## src/rtl/led_pattern_gen.sv

```systemverilog
// Multi-mode LED/PMOD pattern generator (blink, ping-pong chase, breathing, fixed level)
// with a first-order sigma-delta PDM output for the supply-trim pin.
module led_pattern_gen #(
    parameter int CHANNELS = 8,
    parameter int CNT_W    = 32,
    parameter int TAP      = 23,
    parameter int PRESCALE = 262144,
    parameter int PDM_W    = 8
) (
    input  logic                clk30,
    input  logic                rst_n,
    input  logic                enable,
    input  logic [1:0]          mode,
    input  logic [PDM_W-1:0]    level,
    output logic [CHANNELS-1:0] led,
    output logic                tick,
    output logic                pdm_out
);

    localparam int PRESC_W = (PRESCALE > 1) ? $clog2(PRESCALE) : 1;
    localparam int POS_W   = (CHANNELS > 1) ? $clog2(CHANNELS) : 1;
    localparam logic [PRESC_W-1:0] PRESC_LAST = PRESC_W'(PRESCALE - 1);
    localparam logic [POS_W-1:0]   POS_LAST   = POS_W'(CHANNELS - 1);
    localparam logic [PDM_W-1:0]   BRIGHT_MAX = '1;

    typedef enum logic [1:0] {
        MODE_BLINK   = 2'd0,
        MODE_CHASE   = 2'd1,
        MODE_BREATHE = 2'd2,
        MODE_LEVEL   = 2'd3
    } mode_e;

    logic [CNT_W-1:0]    cnt;
    logic [PRESC_W-1:0]  presc;
    mode_e               mode_q, mode_n;
    logic [POS_W-1:0]    pos, pos_n;
    logic                pos_down, pos_down_n;
    logic [PDM_W-1:0]    bright, bright_n;
    logic                bright_down, bright_down_n;
    logic [PDM_W:0]      out_acc, pat_acc;
    logic [PDM_W-1:0]    pat_duty;
    logic [CHANNELS-1:0] led_d;
    logic                step;
    logic                cnt_unused;

    // tick is a free-running one-cycle strobe with no ready/backpressure:
    // consumers must act in the cycle it is high or miss that step.
    assign step       = tick & enable;
    assign pat_duty   = (mode_q == MODE_BREATHE) ? bright : level;
    assign pdm_out    = out_acc[PDM_W];
    assign cnt_unused = ^cnt;

    always_comb begin
        mode_n        = mode_q;
        pos_n         = pos;
        pos_down_n    = pos_down;
        bright_n      = bright;
        bright_down_n = bright_down;
        if (step) begin
            mode_n = mode_e'(mode);
            if (mode_e'(mode) != mode_q) begin
                // A mode change restarts both patterns and consumes this tick.
                pos_n         = '0;
                pos_down_n    = 1'b0;
                bright_n      = '0;
                bright_down_n = 1'b0;
            end else if (mode_q == MODE_CHASE) begin
                if (pos_down) begin
                    pos_n = pos - 1'b1;
                    if (pos == POS_W'(1)) pos_down_n = 1'b0;
                end else begin
                    pos_n = pos + 1'b1;
                    if (pos + 1'b1 == POS_LAST) pos_down_n = 1'b1;
                end
            end else if (mode_q == MODE_BREATHE) begin
                if (bright_down) begin
                    bright_n = bright - 1'b1;
                    if (bright == PDM_W'(1)) bright_down_n = 1'b0;
                end else begin
                    bright_n = bright + 1'b1;
                    if (bright + 1'b1 == BRIGHT_MAX) bright_down_n = 1'b1;
                end
            end
        end
    end

    always_comb begin
        led_d = '0;
        case (mode_q)
            MODE_BLINK: led_d = cnt[TAP +: CHANNELS];
            MODE_CHASE: led_d = {{(CHANNELS-1){1'b0}}, 1'b1} << pos;
            default:    led_d = {CHANNELS{pat_acc[PDM_W]}};
        endcase
    end

    always_ff @(posedge clk30 or negedge rst_n) begin
        if (!rst_n) begin
            cnt         <= '0;
            presc       <= '0;
            tick        <= 1'b0;
            mode_q      <= MODE_BLINK;
            pos         <= '0;
            pos_down    <= 1'b0;
            bright      <= '0;
            bright_down <= 1'b0;
            out_acc     <= '0;
            pat_acc     <= '0;
            led         <= '0;
        end else begin
            if (enable) begin
                cnt   <= cnt + 1'b1;
                presc <= (presc == PRESC_LAST) ? '0 : presc + 1'b1;
            end
            tick        <= enable && (presc == PRESC_LAST);
            mode_q      <= mode_n;
            pos         <= pos_n;
            pos_down    <= pos_down_n;
            bright      <= bright_n;
            bright_down <= bright_down_n;
            // Carry out of the low PDM_W bits is the PDM bit; it is dropped before the next add.
            out_acc     <= {1'b0, out_acc[PDM_W-1:0]} + {1'b0, level};
            pat_acc     <= {1'b0, pat_acc[PDM_W-1:0]} + {1'b0, pat_duty};
            led         <= led_d;
        end
    end

endmodule

```

## config.mk

```make
export PLATFORM = sky130hd
export DESIGN_NAME = led_pattern_gen
export DESIGN_NICKNAME = d
export VERILOG_FILES = /design/src/rtl/led_pattern_gen.sv
export SDC_FILE = /design/constraint.sdc
export NUM_CORES = 1
export LEC_CHECK = 0
export CAP_MARGIN = 20
export CORE_MARGIN = 4
export CORE_UTILIZATION = 30
export CTS_CLUSTER_DIAMETER = 80
export DETAILED_ROUTE_END_ITERATION = 6
export PLACE_DENSITY_LB_ADDON = 0.3
export SLEW_MARGIN = 30
export SYNTH_ARGS = -nofsm -noshare
export SYNTH_HDL_FRONTEND = slang
export SYNTH_SLANG_ARGS = --single-unit
```

## constraint.sdc

```tcl
create_clock -name clk30 -period 6.21 [get_ports clk30]
set_input_delay 1.242 -clock clk30 [delete_from_list [all_inputs] [get_ports clk30]]
set_output_delay 1.242 -clock clk30 [all_outputs]
set_load 0.02 [all_outputs]
```

Run 1, I/O pins on the die edge:
Scale: 3 px per um. Pins as bars across the die edge, other pins in gray.
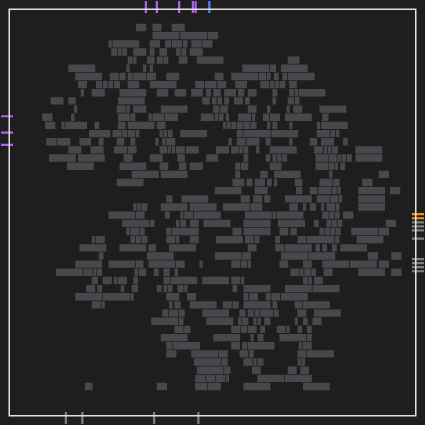
| port | color | pins | direction | edge |
|---|---|---|---|---|
| `pdm_out` | blue | 1 | output | north |
| `mode` | orange | 2 | input | east |
| `level` | purple | 8 | input | 5 north, 3 west |
all pins by edge: 10 east, 6 north, 4 south, 3 west

Run 1, M2 wires:
Scale: 3 px per um. Cells faint in the background.
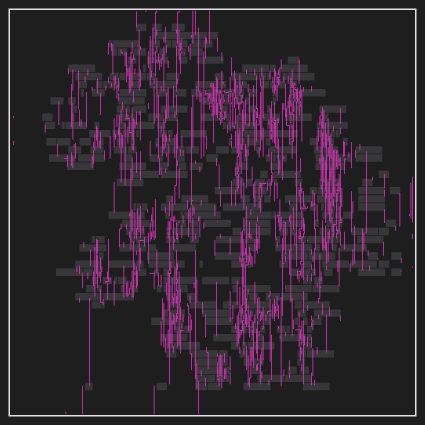
wire length on this layer: 4460 um
share of all routed wire: 47%
longest straight run: 54.9 um
main direction: vertical

==> ci_impl_report.md, run 1 <==
### Metrics collected by this job

| Metric | Value |
|---|---|
| CTS sink cnt | `just over 90` |
| Slew @ Worst Pin | `0.829 ns` |
| Synth Flop Type | `dfrtp_1` |
| Top cells by area | `dfrtp_1 (47%), xnor2_1 (7.8%), ha_1 (7.5%)` |
| Reg2Reg Setup Slack | `3.22 ns` |
| Clk Latency, worst-skew pair | `between 0.3 and 0.4 ns` |
| Multi-In Gates | `350` |
| Buffer share of cell area | `0.0431` |
| Count of plain and timing-repair buffers | `25` |
| Fp_density | `0.306` |
| Worst Hold Class | `reg -> reg` |
| Total wire length | `9460 um` |
| Non-filler cells, final | `718` |
| FMAX | `slightly above 0.3 GHz` |
| Final hold vios | `0` |
| Largest area contributor in the netlist | `dfrtp_1` |
| Max FFs per register | `31` |
| Hold path startpoint | `cnt[18]` |
| Vias/cell | `4.86` |
| Simple-Gate Fraction of Synth Area | `0.181` |
| Vias in the first global route | `~3500` |
| Most used cell, CP | `a21o_1` |
| # DRC | `0` |
| Fill cells | `1568` |
| Setup TNS | `0 ns` |
| Largest net degree at the start of global routing | `61` |
| Tap cell count | `216` |
| Hold Path End | `cnt[18]` |
| Yosys warnings | `0` |
| Critical path type | `in -> reg` |
| Input/output buffers | `22` |
| Detailed placer's ending HPWL | `just under 7000 um` |
| Avg Synthesized Cell Area | `10.2 um2` |
| Non-CTS inverters | `20` |
| Gr ovfl total | `0` |
| CTS tree | `done` |
| H-tree depth | `3` |
| Outcome | `completed` |
| Top sig layer | `met4` |
| Crit-path cells | `clkdlybuf4s50_1, mux2_2, ha_1, fa_1, a21o_1, a21oi_1, o211ai_1, a21o_1, a21o_1` |
| Clk cell area share | `0.0523` |
| Final Cycle Share | `0.523` |
| Most flop-heavy register | `cnt` |
| Top cell type's share of synthesized area | `0.470` |
| Area post-placement | `0.00529 mm2` |
| Drt initial violations | `231` |
| Seq/total area | `0.408` |
| Post-CTS Setup Bufs | `0` |
| Critical path's top delay family | `AND-OR/OR-AND gates` |
Run 1, routing congestion:
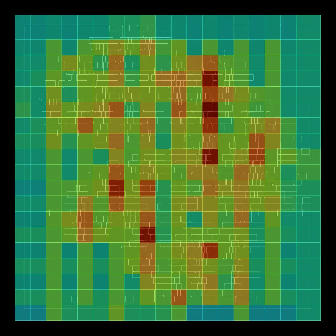
GR Util met3: 0.0220
grt met1 use: 0.143
Core Util, Final: 0.352
Total GRT Usage: 0.112

## Run 2: what changed since run 1
- clock period: 6.21 -> 3.2 ns (I/O delays scaled with it)
Run 2, M2 wires:
Scale: 3 px per um. Cells faint in the background.
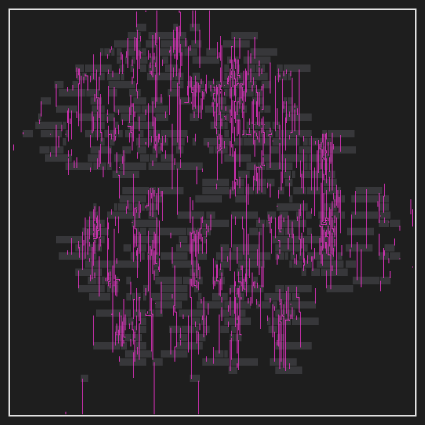
wire length on this layer: 4120 um
longest straight run: 40.5 um
nets with wire on the layer: 449
via count: 3435
grt met2 use: 0.164
total wire length: 9280 um

==> run 2 against run 1 <==
  * Cell count increased by 0.70%
  * Clock power rose by about 90%
  * Combinational power rose by 95%
  * Die area unchanged
  * Register-to-register slack worse by 2.7 ns
  * Sequential cell count did not move
  * Sequential share of layout area shrank 0.30 points
  * Final area is 0.74% higher
  * Utilization grew 0.26 points
==> ci_impl_report.md, run 2 <==
### Metrics collected by this job

| Metric | Value |
|---|---|
| Non-filler cells, final | `723` |
| Post-CTS Setup Bufs | `0` |
| Most used cell, CP | `a21o_1` |
| Yosys warnings | `0` |
| Fp_density | `0.306` |
| Slew @ Worst Pin | `0.615 ns` |
| Synth Flop Type | `dfrtp_1` |
| Buffer share of cell area | `0.0516` |
| Count of plain and timing-repair buffers | `30` |
| Final hold vios | `0` |
| Reg2Reg Setup Slack | `0.54 ns` |
| H-tree depth | `3` |
| CTS tree | `done` |
| Gr ovfl total | `0` |
| Max FFs per register | `31` |
| Largest area contributor in the netlist | `dfrtp_1` |
| FMAX | `0.374 GHz` |
| Critical path type | `in -> reg` |
| Setup TNS | `0 ns` |
| Detailed placer's ending HPWL | `6780 um` |
| Tap cell count | `216` |
| Drt initial violations | `136` |
| Clk Latency, worst-skew pair | `0.35 ns` |
| Vias in the first global route | `3378` |
| Core Util, Final | `0.355` |
| Non-CTS inverters | `20` |
| Top cells by area | `dfrtp_1 (47%), xnor2_1 (7.8%), ha_1 (7.5%)` |
| Input/output buffers | `22` |
| Outcome | `completed` |
| Multi-In Gates | `between 300 and 400` |
| Simple-Gate Fraction of Synth Area | `0.181` |
| Largest net degree at the start of global routing | `49` |
| CTS sink cnt | `91` |
| Area post-placement | `0.00533 mm2` |
| Top sig layer | `met4` |
| Worst Hold Class | `in -> async` |
| GR Util met3 | `0.0246` |
| Critical path's top delay family | `AND-OR/OR-AND gates` |
| Grt met1 use | `0.150` |
| Total GRT Usage | `0.109` |
| Clk cell area share | `0.0512` |
| Most flop-heavy register | `cnt` |
## Run 3: what changed since run 2
- clock period: 3.2 -> 2.3 ns (I/O delays scaled with it)
Run 3, wiring heat map:
Scale: 3 px per um. 27 x 27 tiles, from dark blue (low) to red (high), scaled to the fullest tile. Values are wire area over tile area, all layers added.
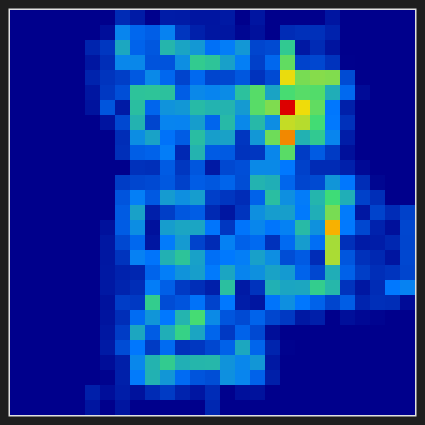
fullest tile: 0.61
densest ninth of the die: north
nearly empty tiles: 41%
mean over tiles: 0.081
tiles over half the peak: 3.6%
total wire length: 9610 um
DR WL/cell: 12.8 um
via count: 3569
Total GRT Usage: 0.109

==> run 3 against run 2 <==
  * The run now ends with negative setup slack left
  * Sequential share of layout area decreased by 2.2 points
  * Hold slack worse by 0.27 ns
  * Worst setup slack got worse by 0.63 ns
  * Register-to-register slack lost 0.64 ns
  * Global-route usage about the same
  * Critical path depth up 1
  * Critical endpoint unchanged
  * Count of clock-buffer cells in the layout is 1 higher
  * Via count grew 3.9%
  * Clock power grew 27%
  * Die area did not move
==> ci_impl_report.md, run 3 <==
### Metrics collected by this job

| Metric | Value |
|---|---|
| Grt met1 use | `0.149` |
| Multi-In Gates | `350` |
| Clk Latency, worst-skew pair | `0.33 ns` |
| CTS tree | `done` |
| Failing checks | `negative setup slack` |
| GR peak layer | `met2` |
| Met3 routed WL | `218 um` |
| CP Capture Point | `pat_acc[8]` |
| Detailed placer's ending HPWL | `6990 um` |
| Comb area leader | `simple AND/OR/NAND/NOR gates` |
| Gr ovfl total | `0` |
| Final WS setup | `-0.102 ns` |
| Top power group | `registers` |
| Crit-path cells | `nor2b_4, buf_6, mux2_4, ha_4, fa_2, a21o_1, a21oi_2, o211ai_1, a21o_1, a21o_1` |
| Seq/total area | `0.384` |
| GR Util met3 | `0.0190` |
| Reg2Reg Setup Slack | `-0.10 ns` |
| Vias/cell | `4.75` |
| Most flop-heavy register | `cnt` |
| Setup TNS | `-0.170 ns` |
| Largest area contributor in the netlist | `dfrtp_1` |
| Synth cell count leaders | `dfrtp_1 (91), xnor2_1 (43), nand2_1 (37)` |
| Yosys warnings | `0` |
| Tap cell count | `between 200 and 250` |
| Max FFs per register | `31` |
| Routability cong. | `between 0.7 and 0.8` |
| Fp_density | `0.306` |
| Slew @ Worst Pin | `around 0.52 ns` |
| Fill cells | `1544` |
| Post-synth EDFFs | `0` |
| Vias in the first global route | `3448` |
| Reg power frac | `0.437` |
| Most used cell, CP | `a21o_1` |
| Top sig layer | `met4` |
| Setup-failing EPs final | `3` |
| Avg Synthesized Cell Area | `10.2 um2` |
| Critical path type | `reg -> reg` |
| Core Util, Final | `0.375` |
| Non-CTS inverters | `20` |
| Top cells by area | `dfrtp_1 (47%), xnor2_1 (7.8%), ha_1 (7.5%)` |
| Post-Syn Nets | `between 500 and 600` |
| Comb. pwr | `between 1 and 1.5 mW` |
| Simple-Gate Fraction of Synth Area | `0.181` |
| WP depth | `10` |
| Clk cell area share | `0.0432` |
| Non-filler cells, final | `around 750` |
| Cells on worst reg2reg path | `10` |
| Post-Syn Area | `0.00484 mm2` |
| Area post-placement | `0.00554 mm2` |
| CTS sink cnt | `91` |
| TritonRoute pass-1 iters | `4` |
| Grt met2 use | `0.175` |
| Buffer share of cell area | `0.0919` |
| Outcome | `finished with violations` |
| Worst Hold Class | `in -> async` |
| Critical path's top delay family | `AND-OR/OR-AND gates` |
| Final hold vios | `0` |
| # DRC | `0` |
| Slew headroom | `0.652` |
| FMAX | `0.416 GHz` |
| H-tree depth | `3` |
| Count of plain and timing-repair buffers | `62` |
| Top cell type's share of synthesized area | `0.470` |
| Synth Flop Type | `dfrtp_1` |
| Largest net degree at the start of global routing | `44` |
| Input/output buffers | `22` |
| Final Cycle Share | `1.04` |
| Drt initial violations | `238` |
| Post-CTS Setup Bufs | `1` |
No activity file was given, so power comes from the tool's default toggle rates.
